File: src/rtl/instr_prefetch_queue.sv
// Instruction prefetch queue: single-outstanding fetch engine feeding a 4-entry {instr, pc+4} FIFO.
// Optional PREFETCH_BYPASS_EN forwards an ack straight to the outputs when the queue is empty.
module instr_prefetch_queue (
  input  logic        Clk,
  input  logic        Rst,
  input  logic        redirect_valid,
  input  logic [31:0] redirect_pc,
  input  logic        stall,
  output logic        out_valid,
  output logic [31:0] out_instr,
  output logic [31:0] out_pc4,
  output logic        mem_req,
  output logic [31:0] mem_addr,
  input  logic        mem_ack,
  input  logic [31:0] mem_rdata,
  input  logic        mem_err,
  output logic        fetch_err
);

  // state    | meaning
  // ST_IDLE  | no request outstanding
  // ST_REQ   | request outstanding, returned data will be queued
  // ST_DRAIN | request outstanding, returned data will be dropped
  localparam logic [1:0] ST_IDLE  = 2'd0;
  localparam logic [1:0] ST_REQ   = 2'd1;
  localparam logic [1:0] ST_DRAIN = 2'd2;

  localparam logic [31:0] NOP_INSTR = 32'hFC00_0000;
  localparam logic [2:0]  DEPTH     = 3'd4;

  logic [1:0]  state, state_nxt;
  logic [31:0] fpc;
  logic [31:0] req_addr;
  logic [2:0]  count;
  logic [1:0]  rd_ptr, wr_ptr;
  logic [31:0] instr_q [4];
  logic [31:0] pc4_q   [4];

  logic        ack_take;
  logic        issue;
  logic        push;
  logic        pop;
  logic        head_valid;
  logic [31:0] push_instr;
  logic [31:0] push_pc4;

  assign ack_take   = (state == ST_REQ) && mem_ack && !redirect_valid;
  assign issue      = (state == ST_IDLE) && (count < DEPTH) && !redirect_valid;
  assign head_valid = (count != 3'd0);
  assign pop        = head_valid && !stall && !redirect_valid;
  assign push_instr = mem_err ? NOP_INSTR : mem_rdata;
  assign push_pc4   = fpc + 32'd4;

  // req_addr is captured at issue so the bus address survives a redirect while draining
  assign mem_req  = (state != ST_IDLE);
  assign mem_addr = req_addr;

`ifdef PREFETCH_BYPASS_EN
  logic bypass_hit;
  assign bypass_hit = ack_take && !head_valid;
  // a bypassed word consumed this cycle never enters the queue
  assign push      = ack_take && !(bypass_hit && !stall);
  assign out_valid = head_valid || bypass_hit;
  assign out_instr = head_valid ? instr_q[rd_ptr] : (bypass_hit ? push_instr : NOP_INSTR);
  assign out_pc4   = head_valid ? pc4_q[rd_ptr]   : (bypass_hit ? push_pc4   : 32'd0);
`else
  assign push      = ack_take;
  assign out_valid = head_valid;
  assign out_instr = head_valid ? instr_q[rd_ptr] : NOP_INSTR;
  assign out_pc4   = head_valid ? pc4_q[rd_ptr]   : 32'd0;
`endif

  always_comb begin
    state_nxt = state;
    case (state)
      ST_IDLE:  if (issue) state_nxt = ST_REQ;
      ST_REQ: begin
        if (mem_ack)             state_nxt = ST_IDLE;
        else if (redirect_valid) state_nxt = ST_DRAIN;
      end
      ST_DRAIN: if (mem_ack) state_nxt = ST_IDLE;
      default:  state_nxt = ST_IDLE;
    endcase
  end

  always_ff @(posedge Clk or posedge Rst) begin
    if (Rst) begin
      state     <= ST_IDLE;
      fpc       <= 32'd0;
      req_addr  <= 32'd0;
      count     <= 3'd0;
      rd_ptr    <= 2'd0;
      wr_ptr    <= 2'd0;
      fetch_err <= 1'b0;
    end else begin
      state <= state_nxt;
      if (issue) req_addr <= fpc;
      if (redirect_valid) begin
        fpc    <= redirect_pc & 32'hFFFF_FFFC;
        count  <= 3'd0;
        rd_ptr <= 2'd0;
        wr_ptr <= 2'd0;
      end else begin
        if (ack_take) fpc <= push_pc4;
        if (push) wr_ptr <= wr_ptr + 2'd1;
        if (pop)  rd_ptr <= rd_ptr + 2'd1;
        case ({push, pop})
          2'b10:   count <= count + 3'd1;
          2'b01:   count <= count - 3'd1;
          default: count <= count;
        endcase
      end
      if (ack_take && mem_err) fetch_err <= 1'b1;
    end
  end

  always_ff @(posedge Clk) begin
    if (push) begin
      instr_q[wr_ptr] <= push_instr;
      pc4_q[wr_ptr]   <= push_pc4;
    end
  end

endmodule

File: config.mk
export PLATFORM = sky130hd
export DESIGN_NAME = instr_prefetch_queue
export DESIGN_NICKNAME = d
export VERILOG_FILES = /design/src/rtl/instr_prefetch_queue.sv
export SDC_FILE = /design/constraint.sdc
export NUM_CORES = 1
export LEC_CHECK = 0
export ABC_AREA = 1
export CORE_MARGIN = 3
export CORE_UTILIZATION = 35
export CTS_CLUSTER_DIAMETER = 60
export DETAILED_ROUTE_END_ITERATION = 7
export PLACE_DENSITY_LB_ADDON = 0.05
export SYNTH_ARGS = -nofsm -noshare
export SYNTH_HDL_FRONTEND = slang
export SYNTH_SLANG_ARGS = --single-unit
File: constraint.sdc
create_clock -name Clk -period 4.1 [get_ports Clk]
set_clock_uncertainty 0.2 [all_clocks]
set_input_delay 0.82 -clock Clk [delete_from_list [all_inputs] [get_ports Clk]]
set_output_delay 0.82 -clock Clk [all_outputs]
set_load 0.05 [all_outputs]
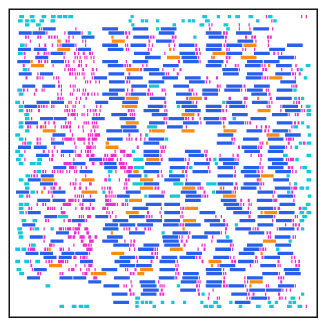
**Above:** run 1 (cell classes on the final placement).
Scale: 1.5 px per um.
legend:
  remaining buffers and delay cells:
    colour: cyan
    cells: 188
    share_of_their_area: 11%
  combinational and other logic:
    colour: magenta
    cells: 955
    share_of_their_area: 26%
  sequential cells:
    colour: blue
    cells: 318
    share_of_their_area: 56%
  clock drivers and dummy loads:
    colour: orange
    cells: 70
    share_of_their_area: 7.4%
sequential cell area share: 0.536
fin area: 0.0172 mm^2
floorplan core area: 0.0387 mm^2
row count: 72

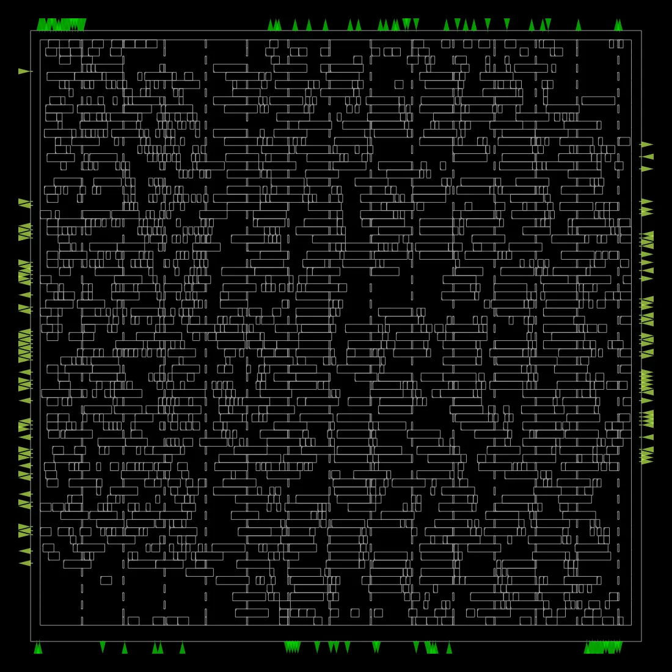
**Above:** run 1 (placement view).
Fill cells: 3,755
Layout Cells excl Fill: 2,049

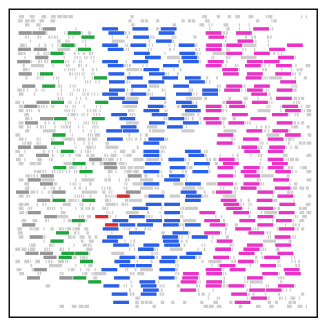
**Above:** run 1 (where the registers sit).
Scale: 1.5 px per um.
legend:
  `pc4_q`:
    colour: blue
    flops: 120
  `fpc`:
    colour: green
    flops: 30
    where: a vertical strip on the left
  `instr_q`:
    colour: magenta
    flops: 128
    where: a vertical strip on the right
  `count`:
    colour: red
    flops: 3
not coloured: 37
Reg area: 0.00920 mm^2
Core Util, Final: 0.443

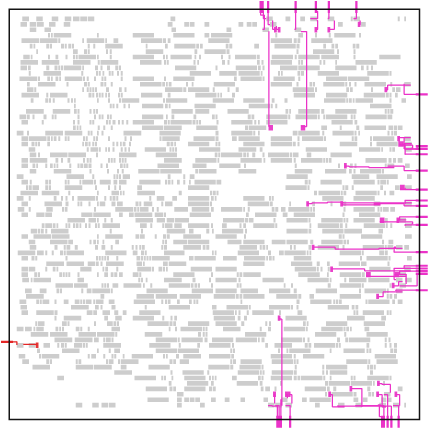
**Above:** run 1 (nets reached from selected ports).
Scale: 2 px per um.
legend:
  `mem_rdata`:
    colour: magenta
    bits: 32
    direction: input
    edge: 16 east, 9 south, 7 north
    end_cells: 32
    buffers: 32
    wire: 911 um
  `Rst`:
    colour: red
    bits: 1
    direction: input
    edge: west
    end_cells: 1
    buffers: 1
    wire: 11.3 um
I/O pin cnt: 169
port buffer count: 162

==> qor.txt, run 1 <==
status: complete, no violations
DR WL met2: 17.0 mm
number of CTS-inserted buffers: 38
Commonest flop: edfxtp_1
max cap viols: 0
met2 Usage GRT: 0.285
Non-clock buffer share: 0.104
PD cells: 584 mW/mm^2
Post-synth EDFFs: 248
hold_ws: 0.289 ns
Reg-to-Reg Start: fpc[3]$_DFFE_PP0N_
largest net degree at the start of global routing: 83
WL per Instance: 18.0 um
Clock-cell share: 0.0708
initial DRC count: 530
critical path buffer and inverter count: 2
Synthesized registers: 318
chip footprint: 0.0418 mm^2
Setup crit start: rd_ptr[0]$_DFFE_PP0P_
Floorplan Utilization: 0.356
M3 GR Usage: 0.0285
Post-CTS Setup Bufs: 0
Tcrit/Tclk final: 0.935
Post-CTS Resized: 0
clk root buf: clkbuf_16
post-synth top area cell: edfxtp_1
first-pass GRT wire length: 56.6 mm
YS chip area: 0.0138 mm^2
MI comb cells: 854
most frequent logic cell in the layout: nor2_1
Top-area cell share: 0.541
register share after synthesis: 0.668
# clock sinks: 318
Non-clock buffers: 188
top cells, area: edfxtp_1, dfrtp_1, nor2_1, o21ai_0, nand2_1
yosys cell count: 1,339
Combinational Area: 0.00394 mm^2
CP max-delay cell: clkdlybuf4s50_1
WP depth: 4
die width: 204 um
Comb group: 0.00290 W
# diodes: 0
TritonRoute pass-1 iters: 4
sequential cell count: 318
combinational share of cell area: 0.229
Top Layer Used: met4
Post-DP HPWL: 23.3 mm
CP arrival: 2.81 ns
Worst VDD drop: 0.000336 V
CTS clk-pin slew, worst paths: 0.06 ns
Sw Ratio: 0.350
Final Hold Violation Tally: 0
worst slew pin tran: 0.808 ns
Int Pwr: 0.00652 W
placed cells: 1,979
xor/xnor share: 0.0117
critical path peak fanout: 30
Seq. pwr: 0.00393 W
Synth Area in Simple Gates: 0.169
final wirelength: 36.9 mm
clock group share of total power: 0.320
OpenROAD warning count: 32
initial antenna violation count: 1
fin crit period: 3.83 ns
Post-Synthesis Cell Area: 0.0138 mm^2
==> run 2, diff against run 1 <==
GPL_ROUTABILITY_DRIVEN = 0   (was default)
SLEW_MARGIN = 25   (was default)
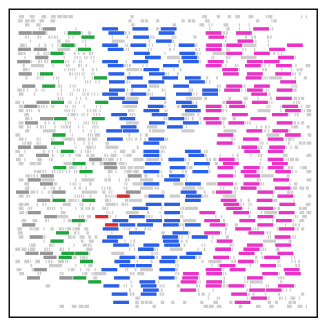
**Above:** run 2 (where the registers sit).
Scale: 1.5 px per um.
legend:
  `instr_q`:
    colour: magenta
    flops: 128
    where: a vertical strip on the right
  `fpc`:
    colour: green
    flops: 30
    where: a vertical strip on the left
  `count`:
    colour: red
    flops: 3
  `pc4_q`:
    colour: blue
    flops: 120
not coloured: 37
Seq. pwr: 0.00393 W

==> run 2 against run 1 <==
  * First-iteration DRC count unchanged
  * Synthesized cell count is the same
  * Non-clock buffer count is the same
  * Setup slack is the same
  * Die size unchanged
  * Flip-flop count did not move
  * Final area stayed put
  * Sequential share of layout area unchanged
  * Critical path depth unchanged
  * Wire length unchanged
  * Sequential power about the same
  * Critical endpoint unchanged
  * Highest routed layer unchanged
==> qor.txt, run 2 <==
status: complete, no violations
most frequent logic cell in the layout: nor2_1
Final Hold Violation Tally: 0
WP depth: 4
Post-synth EDFFs: 248
All-Layer GR Usage: 0.176
post-synth top area cell: edfxtp_1
number of CTS-inserted buffers: 38
CP Class: register to primary output
largest net degree at the start of global routing: 83
hold_buf cts: 0
max FFs per register: 128
xor/xnor share: 0.0117
Reg2Reg Depth: 5
Switching Power: 0.00352 W
CP arrival: 2.81 ns
Commonest cells post-synth: nor2_1, edfxtp_1, nand2_1
Int Pwr: 0.00652 W
area delta synth->final: 24.6%
# clock sinks: 318
sequential cell area share: 0.536
TritonRoute pass-1 iters: 4
fin crit period: 3.83 ns
antenna-violating nets left: 0
floorplan core area: 0.0387 mm^2
Post-Synthesis Cell Area: 0.0138 mm^2
setup violators final: 0
M3 GR Usage: 0.0285
Setup crit start: rd_ptr[0]$_DFFE_PP0P_
Top reg by flops: instr_q
# DRC: 0
via/cell ratio: 4.70
count of non-CTS inverters in the layout: 101
Commonest flop: edfxtp_1
# diodes: 0
Sw Ratio: 0.350
PD cells: 584 mW/mm^2
top cells, area: edfxtp_1, dfrtp_1, nor2_1, o21ai_0, nand2_1
Layout Cells excl Fill: 2,049
Top Layer Used: met4
fin area: 0.0172 mm^2
initial DRC count: 530
DR WL met2: 17.0 mm
final wirelength: 36.9 mm
die width: 204 um
Worst Hold Class: register to register
Leading cell kind: registers
share of layout cells above drive strength 1: 0.118
Post-DP HPWL: 23.3 mm
critical path buffer and inverter count: 2
Post-CTS Setup Bufs: 0
placed cells: 1,979
Fill cells: 3,755
Comb group: 0.00290 W
CTS clk-pin slew, worst paths: 0.06 ns
Combinational Area: 0.00394 mm^2
Synth Area in Simple Gates: 0.169
first-pass GRT wire length: 56.6 mm
OpenROAD warning count: 32
Non-clock buffers: 188
DP Area: 0.0160 mm^2
Multiplexer share: 0.000818
chip footprint: 0.0418 mm^2
Non-clock buffer share: 0.104
Tot Pwr: 0.0100 W
Tcrit/Tclk final: 0.935
clk latency late pin: 0.52 ns
initial antenna violation count: 1
I/O pin cnt: 169
delay of the slowest critical-path stage: 0.86 ns
clk root buf: clkbuf_16
met3 routed WL: 1.47 mm
Top pwr grp: sequential cells
critical path peak fanout: 30
Core Util, Final: 0.443
RSZ-0062 raised after global routing: false
tap cell count: 518
Top-area cell share: 0.541
clock group share of total power: 0.320
row count: 72
vias in the first global route: 9,562
CP max-delay cell: clkdlybuf4s50_1
register share after synthesis: 0.668
clock group total power: 0.00321 W
Reg-to-Reg Start: fpc[3]$_DFFE_PP0N_
Comb power frac: 0.289
Synth Area per Inst: 10.3 um^2
WL per Instance: 18.0 um
power share of the sequential group: 0.391
Worst Hold Endpoint: mem_addr[11]$_DFFE_PP0P_
Slew Limit Fails: 0
YS warnings: 0
hold_ws: 0.289 ns
Yosys cell types: 33
sequential cell count: 318
worst slew pin tran: 0.808 ns
max cap viols: 0
Max transition margin: 0.459
ys async rst share: 0.220
yosys cell count: 1,339
port buffer count: 162
Reg area: 0.00920 mm^2
die height: 204 um
Post-CTS Resized: 0
YS chip area: 0.0138 mm^2
pre-CTS WS: 0.660 ns
worst-path cell chain: clkinv_2 > o21ai_0 > a21oi_1 > clkdlybuf4s50_1
Clock-cell share: 0.0708
met1 WL: 17.9 mm
Regs by FF count: instr_q (128), pc4_q (120)
combinational share of cell area: 0.229
Final nets: 1,577
cell family with most CP delay: buffers and inverters
crit path launch type: register
worst endpoint required time: 3.08 ns
met2 Usage GRT: 0.285
Pleak: 6.61 nW
total gr overflow: 0
final worst slack: 0.266 ns
Synthesized registers: 318
CTS H-tree depth: 2
MI comb cells: 854
Worst VDD drop: 0.000336 V
Floorplan Utilization: 0.356
CTS Buffer Depth: 3
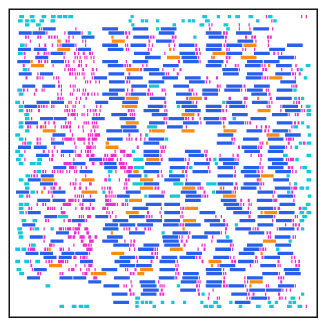
**Above:** run 2 (cell classes on the final placement).
Scale: 1.5 px per um.
legend:
  sequential cells:
    colour: blue
    cells: 318
    share_of_their_area: 56%
  remaining buffers and delay cells:
    colour: cyan
    cells: 188
    share_of_their_area: 11%
  clock drivers and dummy loads:
    colour: orange
    cells: 70
    share_of_their_area: 7.4%
  combinational and other logic:
    colour: magenta
    cells: 955
    share_of_their_area: 26%

Power and IR drop assume default switching activity.
